Figure 1. Local utilization (run 1).
Drawn at 3 px/µm. 13 x 13 tiles, from white (low) to dark blue (high), 0 to 100% covered.
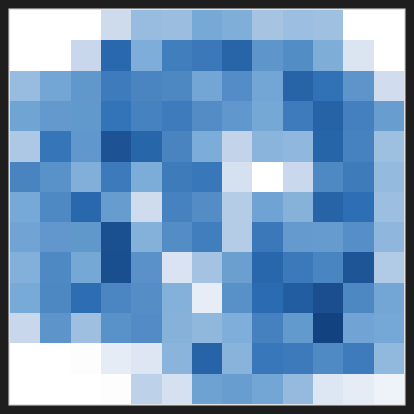
Figure 2. Where the registers sit (run 1).
Drawn at 4 px/µm. Other sequential cells in the stronger grey, the rest of the logic in the fainter grey.
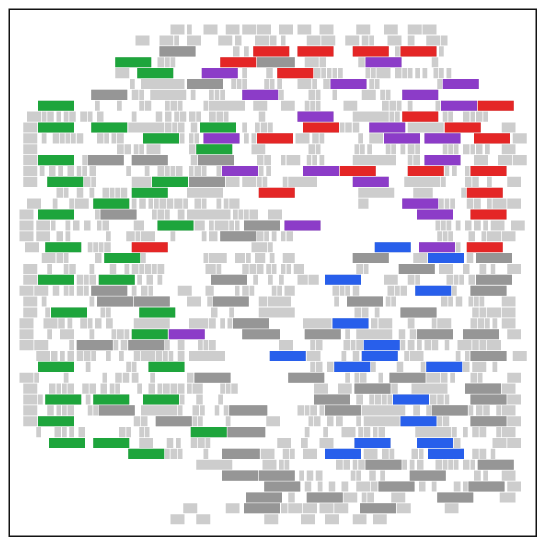
Figure 3. Signal wires on met4 (run 1).
Drawn at 4 px/µm. Supply wires on this layer in grey. Cells faint in the background.
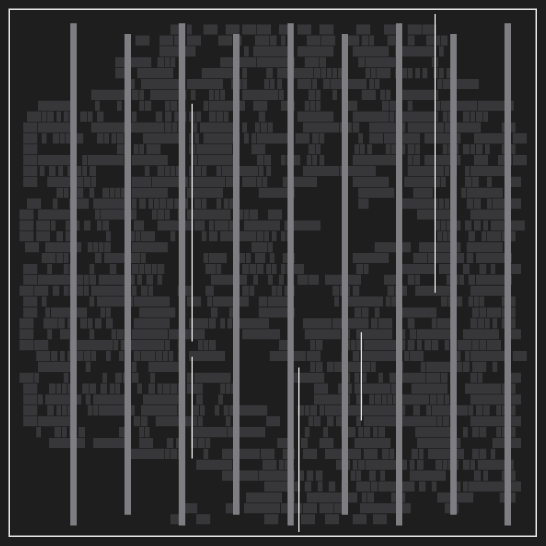
Figure 4. Wiring by layer (run 1).
Drawn at 4 px/µm.
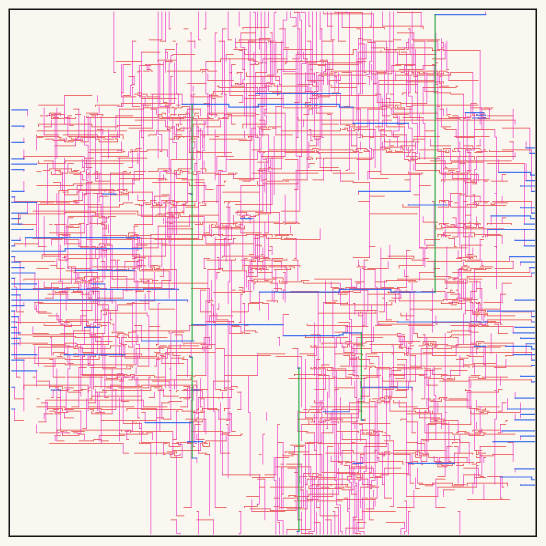
### config.mk
export PLATFORM = sky130hd
export DESIGN_NAME = risc5_sram_bridge
export DESIGN_NICKNAME = d
export VERILOG_FILES = /design/src/rtl/risc5_mem_pkg.sv /design/src/rtl/sram_phase_timer.sv /design/src/rtl/risc5_sram_bridge.sv
export SDC_FILE = /design/constraint.sdc
export NUM_CORES = 1
export LEC_CHECK = 0
export ABC_AREA = 1
export CORE_MARGIN = 2
export CORE_UTILIZATION = 40
export CTS_CLUSTER_DIAMETER = 80
export DETAILED_ROUTE_END_ITERATION = 10
export MAX_ROUTING_LAYER = met4
export PLACE_DENSITY = 0.7
export SLEW_MARGIN = 20
export SYNTH_ARGS = -nofsm -noshare
export SYNTH_HDL_FRONTEND = slang
export SYNTH_SLANG_ARGS = --single-unit
### constraint.sdc
create_clock -name clk -period 3.6 [get_ports clk]
set_clock_uncertainty 0.1 [all_clocks]
set_input_delay 0.54 -clock clk [delete_from_list [all_inputs] [get_ports clk]]
set_output_delay 0.54 -clock clk [all_outputs]
set_load 0.05 [all_outputs]
### src/rtl/risc5_mem_pkg.sv
// Shared types for the RISC5 data-side SRAM bridge: FSM states, access
// kinds and the active-low byte-enable encodings.
package risc5_mem_pkg;

    typedef enum logic [1:0] {
        ST_IDLE = 2'd0,
        ST_LO   = 2'd1,
        ST_HI   = 2'd2,
        ST_DONE = 2'd3
    } state_t;

    localparam logic KIND_RD = 1'b0;
    localparam logic KIND_WR = 1'b1;

    // sram_be_n is active low; bit 1 selects the upper byte of the halfword
    localparam logic [1:0] BE_WORD  = 2'b00;
    localparam logic [1:0] BE_UPPER = 2'b01;
    localparam logic [1:0] BE_LOWER = 2'b10;
    localparam logic [1:0] BE_NONE  = 2'b11;

    function automatic logic [31:0] place_hw(input logic upper, input logic [15:0] hw);
        return upper ? {hw, 16'h0000} : {16'h0000, hw};
    endfunction

endpackage

### src/rtl/sram_phase_timer.sv
// Per-phase down-counter: reloaded to WAIT_CYCLES on phase entry, so a phase
// lasts WAIT_CYCLES+1 cycles and ends on the cycle the count reads zero.
module sram_phase_timer #(
    parameter int WAIT_CYCLES = 1
) (
    input  logic clk,
    input  logic rst,
    input  logic load,
    output logic last,
    output logic last_next
);

    localparam int CW = (WAIT_CYCLES < 1) ? 1 : $clog2(WAIT_CYCLES + 1);
    localparam logic [CW-1:0] RELOAD = CW'(WAIT_CYCLES);

    logic [CW-1:0] cnt;
    logic [CW-1:0] cnt_next;

    always_comb begin
        cnt_next = cnt;
        if (load) begin
            cnt_next = RELOAD;
        end else if (cnt != '0) begin
            cnt_next = cnt - CW'(1);
        end
    end

    always_ff @(posedge clk or negedge rst) begin
        if (!rst) begin
            cnt <= '0;
        end else begin
            cnt <= cnt_next;
        end
    end

    assign last      = (cnt == '0);
    assign last_next = (cnt_next == '0);

endmodule

### src/rtl/risc5_sram_bridge.sv
// Data-side bridge from the RISC5 load/store port to a 16-bit async SRAM:
// word accesses become two halfword phases, byte accesses one phase.
//
//   state   | meaning
//   --------+--------------------------------------------------------------
//   IDLE    | no access in flight; a request is latched on this cycle
//   LO      | first SRAM phase (low halfword, or the only one for a byte)
//   HI      | second SRAM phase of a word access (high halfword)
//   DONE    | stallX released, inbus valid, core completes the access
module risc5_sram_bridge
    import risc5_mem_pkg::*;
#(
    parameter int WAIT_CYCLES = 1,
    parameter int SRAM_AW     = 20
) (
    input  logic               clk,
    input  logic               rst,
    input  logic [23:0]        adr,
    input  logic               mem_rd,
    input  logic               mem_wr,
    input  logic               ben,
    input  logic [31:0]        outbus,
    output logic [31:0]        inbus,
    output logic               stallX,
    output logic [SRAM_AW-1:0] sram_adr,
    output logic [15:0]        sram_dq_o,
    input  logic [15:0]        sram_dq_i,
    output logic               sram_dq_oe,
    output logic               sram_ce_n,
    output logic               sram_oe_n,
    output logic               sram_we_n,
    output logic [1:0]         sram_be_n
);

    state_t state;
    state_t state_next;

    logic             req;
    logic             kind_q;
    logic             ben_q;
    logic [SRAM_AW:0] adr_q;
    logic [31:0]      data_q;

    logic             acc_kind;
    logic             acc_ben;
    logic [SRAM_AW:0] acc_adr;
    logic [31:0]      acc_data;

    logic phase_next;
    logic hi_next;
    logic load;
    logic last;
    logic last_next;

    logic [SRAM_AW-1:0] adr_next;
    logic [15:0]        dq_next;
    logic [1:0]         be_next;
    logic               ce_next;
    logic               oe_next;
    logic               we_next;
    logic               dq_oe_next;

    logic [15:0] lo_q;

    assign req    = mem_rd | mem_wr;
    assign stallX = req & (state != ST_DONE);

    // In IDLE the request is latched on the same edge that enters LO, so the
    // first phase's outputs are taken straight from the core's inputs.
    assign acc_kind = (state == ST_IDLE) ? (mem_wr ? KIND_WR : KIND_RD) : kind_q;
    assign acc_ben  = (state == ST_IDLE) ? ben          : ben_q;
    assign acc_adr  = (state == ST_IDLE) ? adr[SRAM_AW:0] : adr_q;
    assign acc_data = (state == ST_IDLE) ? outbus       : data_q;

    always_comb begin
        state_next = state;
        case (state)
            ST_IDLE: if (req)  state_next = ST_LO;
            ST_LO:   if (last) state_next = ben_q ? ST_DONE : ST_HI;
            ST_HI:   if (last) state_next = ST_DONE;
            ST_DONE: state_next = ST_IDLE;
            default: state_next = ST_IDLE;
        endcase
    end

    always_ff @(posedge clk or negedge rst) begin
        if (!rst) begin
            state <= ST_IDLE;
        end else begin
            state <= state_next;
        end
    end

    always_ff @(posedge clk or negedge rst) begin
        if (!rst) begin
            kind_q <= KIND_RD;
            ben_q  <= 1'b0;
            adr_q  <= '0;
            data_q <= '0;
        end else if (state == ST_IDLE && req) begin
            kind_q <= acc_kind;
            ben_q  <= ben;
            adr_q  <= adr[SRAM_AW:0];
            data_q <= outbus;
        end
    end

    assign phase_next = (state_next == ST_LO) || (state_next == ST_HI);
    assign hi_next    = (state_next == ST_HI);
    assign load       = phase_next && (state_next != state);

    sram_phase_timer #(
        .WAIT_CYCLES (WAIT_CYCLES)
    ) u_timer (
        .clk       (clk),
        .rst       (rst),
        .load      (load),
        .last      (last),
        .last_next (last_next)
    );

    // Next values of the registered SRAM pins; write strobe lifts on the last
    // phase cycle so address and data are held past the rising we_n edge.
    always_comb begin
        adr_next   = sram_adr;
        dq_next    = sram_dq_o;
        be_next    = BE_NONE;
        ce_next    = 1'b1;
        oe_next    = 1'b1;
        we_next    = 1'b1;
        dq_oe_next = 1'b0;
        if (phase_next) begin
            ce_next = 1'b0;
            if (acc_ben) begin
                adr_next = acc_adr[SRAM_AW:1];
                be_next  = acc_adr[0] ? BE_UPPER : BE_LOWER;
                dq_next  = acc_adr[1] ? acc_data[31:16] : acc_data[15:0];
            end else begin
                adr_next = {acc_adr[SRAM_AW:2], hi_next};
                be_next  = BE_WORD;
                dq_next  = hi_next ? acc_data[31:16] : acc_data[15:0];
            end
            if (acc_kind == KIND_WR) begin
                dq_oe_next = 1'b1;
                we_next    = last_next;
            end else begin
                oe_next = 1'b0;
            end
        end
    end

    always_ff @(posedge clk or negedge rst) begin
        if (!rst) begin
            sram_adr   <= '0;
            sram_dq_o  <= '0;
            sram_be_n  <= BE_NONE;
            sram_ce_n  <= 1'b1;
            sram_oe_n  <= 1'b1;
            sram_we_n  <= 1'b1;
            sram_dq_oe <= 1'b0;
        end else begin
            sram_adr   <= adr_next;
            sram_dq_o  <= dq_next;
            sram_be_n  <= be_next;
            sram_ce_n  <= ce_next;
            sram_oe_n  <= oe_next;
            sram_we_n  <= we_next;
            sram_dq_oe <= dq_oe_next;
        end
    end

    // inbus is only updated at the end of a read's final phase, so it holds
    // across writes and is stable throughout DONE.
    always_ff @(posedge clk or negedge rst) begin
        if (!rst) begin
            lo_q  <= '0;
            inbus <= '0;
        end else if (kind_q == KIND_RD && last) begin
            if (state == ST_LO && !ben_q) begin
                lo_q <= sram_dq_i;
            end
            if (state == ST_LO && ben_q) begin
                inbus <= place_hw(adr_q[1], sram_dq_i);
            end
            if (state == ST_HI) begin
                inbus <= {sram_dq_i, lo_q};
            end
        end
    end

endmodule

==> summary.txt, run 1 <==
Layout cells sized above 1: 0.0640
Async S/R FF share, synth: 1.00
Post-synth top area cell: dfrtp_1
Crit-path slowest cell: clkdlybuf4s50_1
Yosys aoi share: 0.139
Least-Margin Pin Slew: 0.918 ns
Crit path depth: 5
Synth Area per Inst: 8.20 µm²
Adder and majority gate portion of the synthesized area: 0.00193
Setup ws final: 0.824 ns
Peak Freq: 360 MHz
Outcome: finished, final reports clean
Bufs and invs on worst path: 3
Req. time, crit path: 2.96 ns
Syn Inst Count: 791
Met2 GRT Util: 0.299
Final Hold Fails: 0
Routed vias: 5,500
Post-CTS setup buffer count: 0
Cell total in the yosys stat output: 791
Rel. slew slack: 0.387
Buffering overhead: 0.182
Via density: 4.77
Logic area: 2300 µm²
CTS Buf Count: 17
FF+latch count: 148
Seq/Total Area, Yosys: 0.572
Number of enable flip-flop cells: 0
XOR-XNOR Cells, Area Fraction: 0
I/O pin count: 152
Clk sink count: 148
Comb gates: 521
YS chip area: 6490 µm²
WL met1: 7130 µm
Largest net degree at the start of global routing: 97
Sequential cell area share: 0.422
Root Buffer: clkbuf_16
Crit share post-route: 0.771
Critical Path Max Stage Delay: 0.73 ns
Met1 GRT Util: 0.265
Final net count: 1,002
Family with the most delay on the worst path: buffers and inverters
Post-DP HPWL: 9990 µm
Clkbuf count: 22
Post-Route WL: 15,600 µm
TNS Setup: 0 ns
Critical path type: input port to output pin
Slew Viols, Final: 0
Ys flops: 148
Main area contributors: dfrtp_1 55%, nand2_1 13%, o21ai_0 7.9%
Clk Latency, worst-skew pair: 0.42 ns
Worst setup path start: mem_wr
R2R depth: 8
Clk buf depth: 2
Crit-path cells: clkdlybuf4s50_1 -> or2_2 -> inv_1 -> nor2_1 -> clkdlybuf4s50_1
Setup crit end: stallX
Worst R2R Start: state[0]
Hold Path Class: input port to async pin
Die Wd: 131 µm
Htree depth: 4
-- Figure 1 (at the start) --
The emptiest ninth of the die: south-west. The mean over all tiles is 49%. 12% of the tiles are over 75% full.
final core utilization: 0.553
core utilization at floorplan: 0.409
CORE AREA: 15,900 µm²

-- Figure 2 (at the start) --
Key: purple = `adr_q` [flops 21]; green = `data_q` [flops 32]; red = `sram_adr` [flops 20]; blue = `lo_q` [flops 16]

-- Figure 3 (at the start) --
The wires run mostly vertical. The layer carries 216 µm of wire. The longest straight run is 69.4 µm. 3 nets have wire on it.

-- Figure 4 (at the start) --
Key: green = metal 4 [wire length 216 µm]; magenta = metal 2 [wire length 7,440 µm]; red = metal 1 [wire length 7,130 µm]; blue = metal 3 [wire length 774 µm]

Figure 5. Clock routing (run 1).
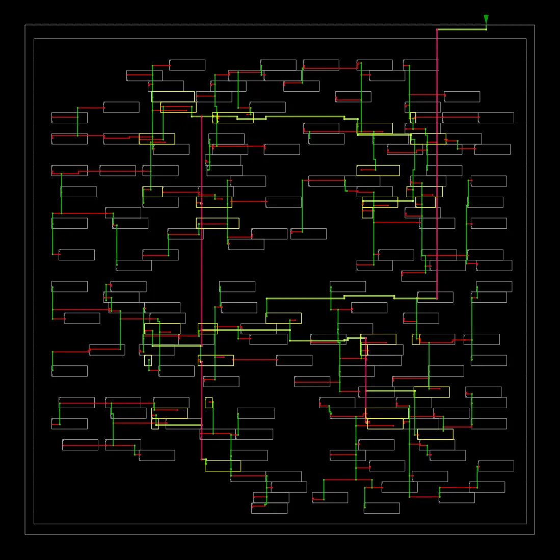

--- run 2 (diff from run 1) ---
Clock period 3.6 ns to 2.9 ns, I/O delays scaled along.
Figure 6. Clock routing (run 2).
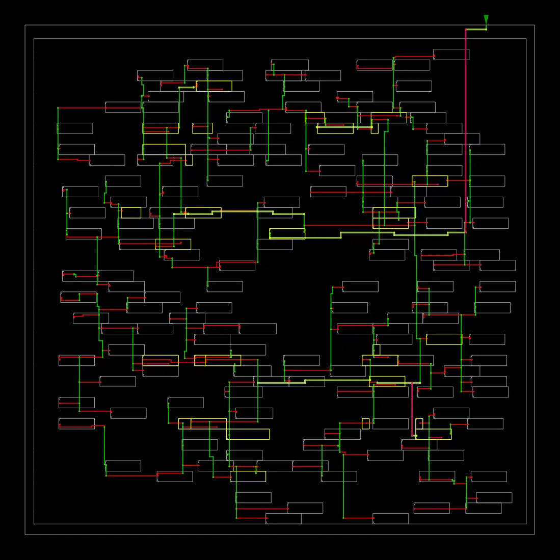
clkbuf count: 20
CTS Buf Count: 17
Clk Latency, worst-skew pair: 0.43 ns

Figure 7. Where the registers sit (run 2).
Drawn at 4 px/µm. Other sequential cells in the stronger grey, the rest of the logic in the fainter grey.
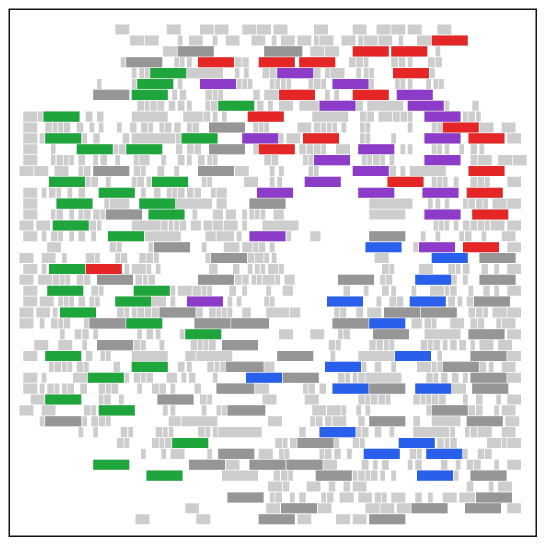
Key: green = `data_q` [flops 32]; purple = `adr_q` [flops 21]; red = `sram_adr` [flops 20]; blue = `lo_q` [flops 16]
final core utilization: 0.555
register area: 3710 µm²

==> run 2 against run 1 <==
Compared with the run above:
- global-route usage hardly changed
- hold slack improved by 0.28 ns
- final area rose by 0.27%
- utilization grew 0.15 points
- die area did not move
- non-clock buffer count increased by 7
- area after synthesis stayed put
- synthesized cell count is the same
- final cell count grew 0.43%
- sequential share of layout area fell by 0.11 points
- first-iteration DRC count shrank 4.7%
- critical path type is now register to register
==> summary.txt, run 2 <==
Outcome: finished, final reports clean
Final net count: 1,009
Via density: 4.68
Syn Inst Count: 791
Req. time, crit path: 3.12 ns
Seq/Total Area, Yosys: 0.572
Cell total in the yosys stat output: 791
Routed vias: 5,414
YS chip area: 6490 µm²
Post-synth top area cell: dfrtp_1
Final Hold Fails: 0
Critical path type: register to register
Crit-path cells: inv_2 -> nand2_1 -> nor2_2 -> inv_2 -> buf_4 -> o21ai_0
Core utilization at floorplan: 0.409
Synth Area per Inst: 8.20 µm²
Root Buffer: clkbuf_16
Least-Margin Pin Slew: 0.934 ns
Rel. slew slack: 0.376
Largest net degree at the start of global routing: 65
Tapcells: 216
Logic area: 2300 µm²
Critical Path Max Stage Delay: 0.73 ns
Post-CTS setup buffer count: 0
Crit-path slowest cell: nor2_2
Yosys aoi share: 0.139
TNS Setup: 0 ns
I/O pin count: 152
XOR-XNOR Cells, Area Fraction: 0
Sequential cell area share: 0.421
Htree depth: 4
Post-DP HPWL: 10,500 µm
Buffering overhead: 0.187
Adder and majority gate portion of the synthesized area: 0.00193
Family with the most delay on the worst path: buffers and inverters
Slew Viols, Final: 0
Crit share post-route: 0.857
Clk sink count: 148
FF+latch count: 148
Setup ws final: 0.415 ns
Die Wd: 131 µm
Clk buf depth: 2
Setup crit end: data_q[18]
Worst R2R Start: state[1]
Comb gates: 521
Post-cts repair resize count: 0
Number of enable flip-flop cells: 0
Worst setup path start: state[1]
Crit path depth: 6
Main area contributors: dfrtp_1 55%, nand2_1 13%, o21ai_0 7.9%
